[src/rtl/bus4_arbiter.sv]
// Round-robin arbiter for the shared 4-bit operand path between two requesters.
// Owns the operand mux select, bounds contended tenures, and registers the transferred nibble.
module bus4_arbiter #(
    parameter int unsigned MAX_HOLD = 4
) (
    input  logic       clk_i,
    input  logic       rst_i,
    input  logic       req0_i,
    input  logic       req1_i,
    input  logic [3:0] in1_i,
    input  logic [3:0] in2_i,
    output logic       gnt0_o,
    output logic       gnt1_o,
    output logic       sel_o,
    output logic [3:0] out_o,
    output logic       out_valid_o
);

    typedef enum logic [1:0] {StIdle, StGnt0, StGnt1} state_e;

    localparam logic [4:0] MaxHold = 5'(MAX_HOLD);

    state_e     state_q, state_d;
    logic       last_q, last_d;
    logic [3:0] hold_q, hold_d;
    logic [3:0] out_q, out_d;
    logic       out_valid_q, out_valid_d;

    logic       xfer;
    logic [4:0] xfer_num;
    logic       hold_done;

    always_comb begin
        xfer      = ((state_q == StGnt0) && req0_i) || ((state_q == StGnt1) && req1_i);
        // Ordinal of the transfer happening this cycle within the current tenure.
        xfer_num  = {1'b0, hold_q} + 5'd1;
        hold_done = (xfer_num >= MaxHold);
    end

    always_comb begin
        state_d = state_q;
        unique case (state_q)
            StIdle: begin
                if (req0_i && req1_i) begin
                    state_d = last_q ? StGnt0 : StGnt1;
                end else if (req0_i) begin
                    state_d = StGnt0;
                end else if (req1_i) begin
                    state_d = StGnt1;
                end
            end
            StGnt0: begin
                if (!req0_i) begin
                    state_d = req1_i ? StGnt1 : StIdle;
                end else if (req1_i && hold_done) begin
                    state_d = StGnt1;
                end
            end
            StGnt1: begin
                if (!req1_i) begin
                    state_d = req0_i ? StGnt0 : StIdle;
                end else if (req0_i && hold_done) begin
                    state_d = StGnt0;
                end
            end
            default: state_d = StIdle;
        endcase
    end

    always_comb begin
        hold_d = hold_q;
        last_d = last_q;
        if (state_d != state_q) begin
            hold_d = 4'h0;
            if (state_d == StGnt0) begin
                last_d = 1'b0;
            end else if (state_d == StGnt1) begin
                last_d = 1'b1;
            end
        end else if (xfer && (hold_q != 4'hF)) begin
            hold_d = hold_q + 4'h1;
        end
    end

    always_comb begin
        out_d       = out_q;
        out_valid_d = xfer;
        if (xfer) begin
            out_d = (state_q == StGnt1) ? in2_i : in1_i;
        end
    end

    always_ff @(posedge clk_i) begin
        if (rst_i) begin
            state_q     <= StIdle;
            last_q      <= 1'b1;
            hold_q      <= 4'h0;
            out_q       <= 4'h0;
            out_valid_q <= 1'b0;
        end else begin
            state_q     <= state_d;
            last_q      <= last_d;
            hold_q      <= hold_d;
            out_q       <= out_d;
            out_valid_q <= out_valid_d;
        end
    end

    assign gnt0_o      = (state_q == StGnt0);
    assign gnt1_o      = (state_q == StGnt1);
    assign sel_o       = (state_q == StGnt1);
    assign out_o       = out_q;
    assign out_valid_o = out_valid_q;

endmodule

[config.mk]
export PLATFORM = sky130hd
export DESIGN_NAME = bus4_arbiter
export DESIGN_NICKNAME = d
export VERILOG_FILES = /design/src/rtl/bus4_arbiter.sv
export SDC_FILE = /design/constraint.sdc
export NUM_CORES = 1
export LEC_CHECK = 0
export CAP_MARGIN = 20
export CORE_MARGIN = 1
export CORE_UTILIZATION = 49
export CTS_BUF_LIST = sky130_fd_sc_hd__clkbuf_16
export CTS_CLUSTER_SIZE = 24
export DETAILED_ROUTE_END_ITERATION = 16
export HOLD_SLACK_MARGIN = 0.15
export PLACE_DENSITY = 0.91
export RECOVER_POWER = 50
export SYNTH_ARGS = -nofsm -noshare
export SYNTH_HDL_FRONTEND = slang
export SYNTH_SLANG_ARGS = --single-unit
[constraint.sdc]
create_clock -name clk_i -period 6.8 [get_ports clk_i]
set_input_delay 0.68 -clock clk_i [delete_from_list [all_inputs] [get_ports clk_i]]
set_output_delay 0.68 -clock clk_i [all_outputs]
set_load 0.03 [all_outputs]
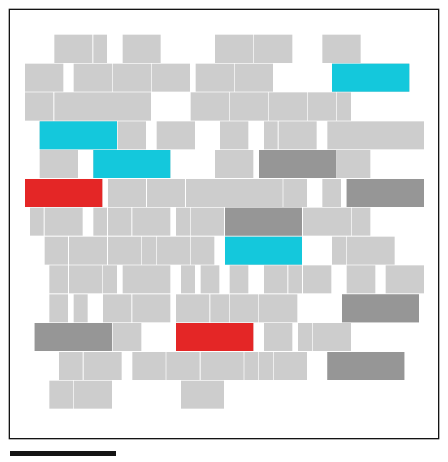
Run 1: where the registers sit
Bar = 10 microns. Other sequential cells in the stronger gray, the rest of the logic in the fainter gray.
[red] state_q | placed flops: 2
[cyan] out_o | placed flops: 4
not colored: 6

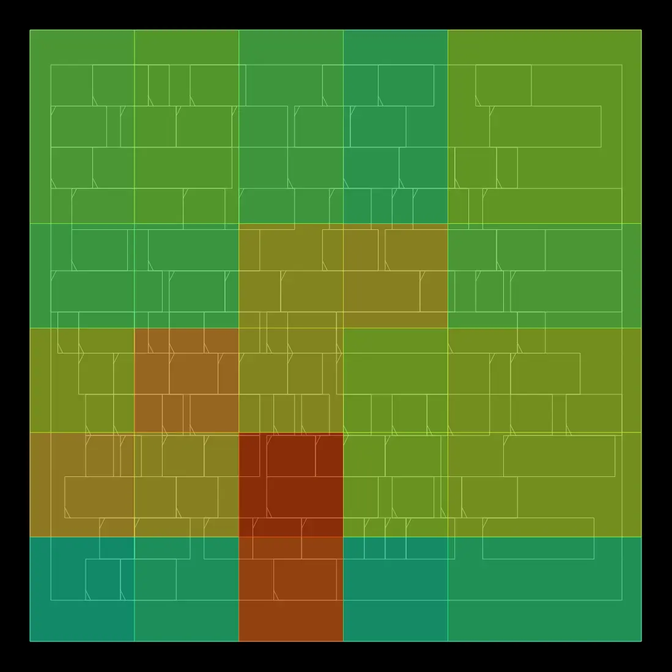
Run 1: congestion heat map
post-layout util: 0.7298
met3 Track Usage GR: 0.1000

==> results.sh, run 1 <==
# source this file to load flow results
export IMPL_clockRootBuffer="clkbuf_16"
export IMPL_ys_ff=12
export IMPL_outcome="complete, no violations"
export IMPL_required_ps=6120
export IMPL_r2r_end="last_q"
export IMPL_die_area_sq_um=1631
export IMPL_yosys_stat_area_sq_um=721.9
export IMPL_initialDrtViolationCount=22
export IMPL_cp_arrival_ps=2100
export IMPL_crit_path_cell_trace="nor2b_1 -> clkdlybuf4s50_1"
export IMPL_comb_area_sq_um=434.2
export IMPL_fin_nets=113
export IMPL_slew_viol_final=0
export IMPL_holdWs_ps=502.1
export IMPL_ys_sh_adder=0.05199
export IMPL_die_x_microns=40.39
export IMPL_mostFrequentLayoutCells="dfxtp_1, clkdlybuf4s50_1, nor2_1, dlygate4sd3_1, mux2i_1"
export IMPL_ctsHoldBuffers=0
export IMPL_grt_pass1_vias=561
export IMPL_syn_area_sq_um=721.9
export IMPL_core_area_sq_um=1334
export IMPL_post_cts_setup_buffers=0
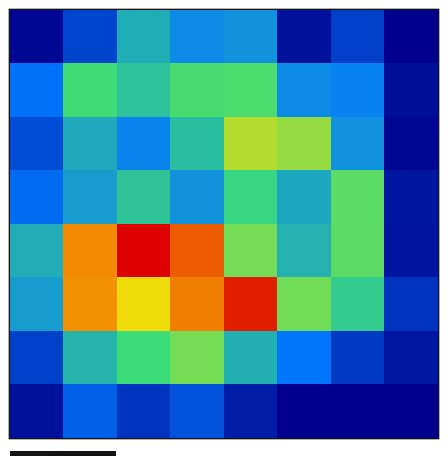
Run 1: signal metal coverage by tile
Bar = 10 microns. 8 x 8 tiles, from dark blue (low) to red (high), scaled to the fullest tile. Values are wire area over tile area, all layers added.
mean over tiles: 0.16
tiles over half the peak: 28%
densest ninth of the die: middle
emptiest ninth of the die: bottom right
nearly empty tiles: 9.4%
fullest tile: 0.45

Run 1, placement by cell class:
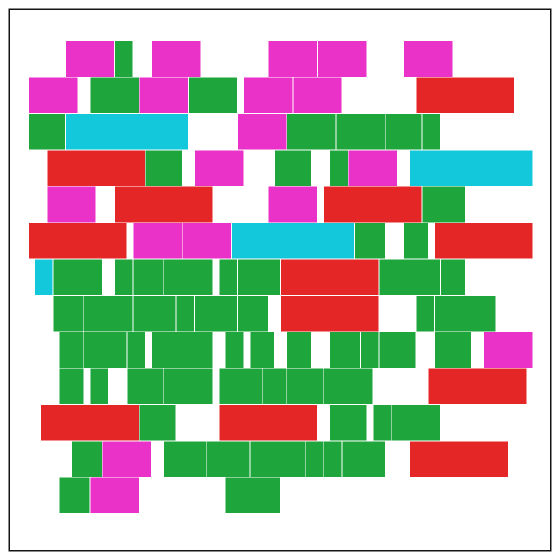

==> inputs of run 2 (changes only) <==
CORE_UTILIZATION = 41   (was 49)
PLACE_DENSITY = 0.83   (was 0.91)
clock period = 2.4 ns   (was 6.8 ns; I/O delays follow)
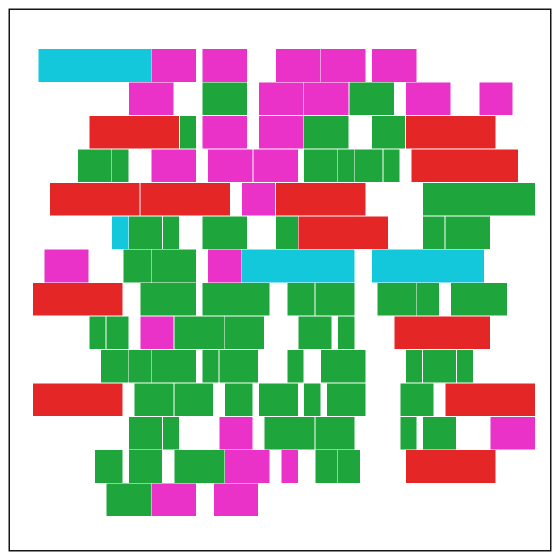
Run 2: placement by cell class
[magenta] other buffers and delay cells | cells: 25 | share of their area: 23%
[cyan] clock drivers and dummy loads | cells: 4 | share of their area: 7.7%
[red] flops | cells: 12 | share of their area: 24%
[green] combinational and other logic | cells: 62 | share of their area: 46%

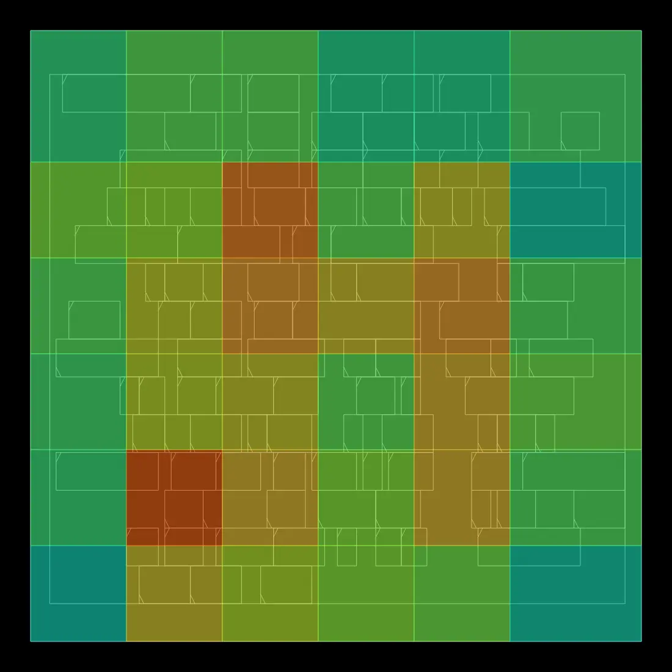
Run 2: congestion heat map
met3 Track Usage GR: 0.06250
total global-route track usage: 0.1779

==> results.sh, run 2 <==
# source this file to load flow results
export IMPL_clockNetworkAreaShare=0.07554
export IMPL_r2r_end="last_q"
export IMPL_crit_path_cell_trace="ha_4 -> and2_4 -> a21o_1 -> a32o_2 -> a221o_1 -> ha_1 -> a311oi_2 -> mux2i_1"
export IMPL_die_x_microns=43.96
export IMPL_cts_tree="done"
export IMPL_mostFrequentLayoutCells="clkdlybuf4s50_1, dfxtp_1, nor2_1, mux2i_1, dlygate4sd3_1"
export IMPL_ys_sh_adder=0.05199
export IMPL_initialDrtViolationCount=10
export IMPL_ctsHoldBuffers=0
export IMPL_p_int_uw=496.5
export IMPL_start_kind="flip-flop"
export IMPL_clockRootBuffer="clkbuf_16"
export IMPL_post_cts_setup_buffers=0
export IMPL_slew_viol_final=0
export IMPL_ys_ff=12
export IMPL_syn_area_sq_um=721.9
export IMPL_utilization=0.6619
export IMPL_outcome="complete, no violations"
export IMPL_dp_hpwl_mm=1.154
export IMPL_core_area_sq_um=1577
export IMPL_yosys_stat_area_sq_um=721.9
export IMPL_worst_path_max_fanout=5
export IMPL_holdWs_ps=495.8
export IMPL_die_area_sq_um=1932
export IMPL_fin_nets=119
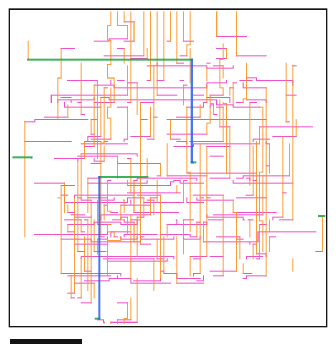
Run 2: signal wires by layer
Bar = 10 microns.
[green] metal 3 | wire length: 33.1 microns
[magenta] metal 1 | wire length: 720 microns
[orange] metal 2 | wire length: 803 microns
[blue] metal 4 | wire length: 34.0 microns

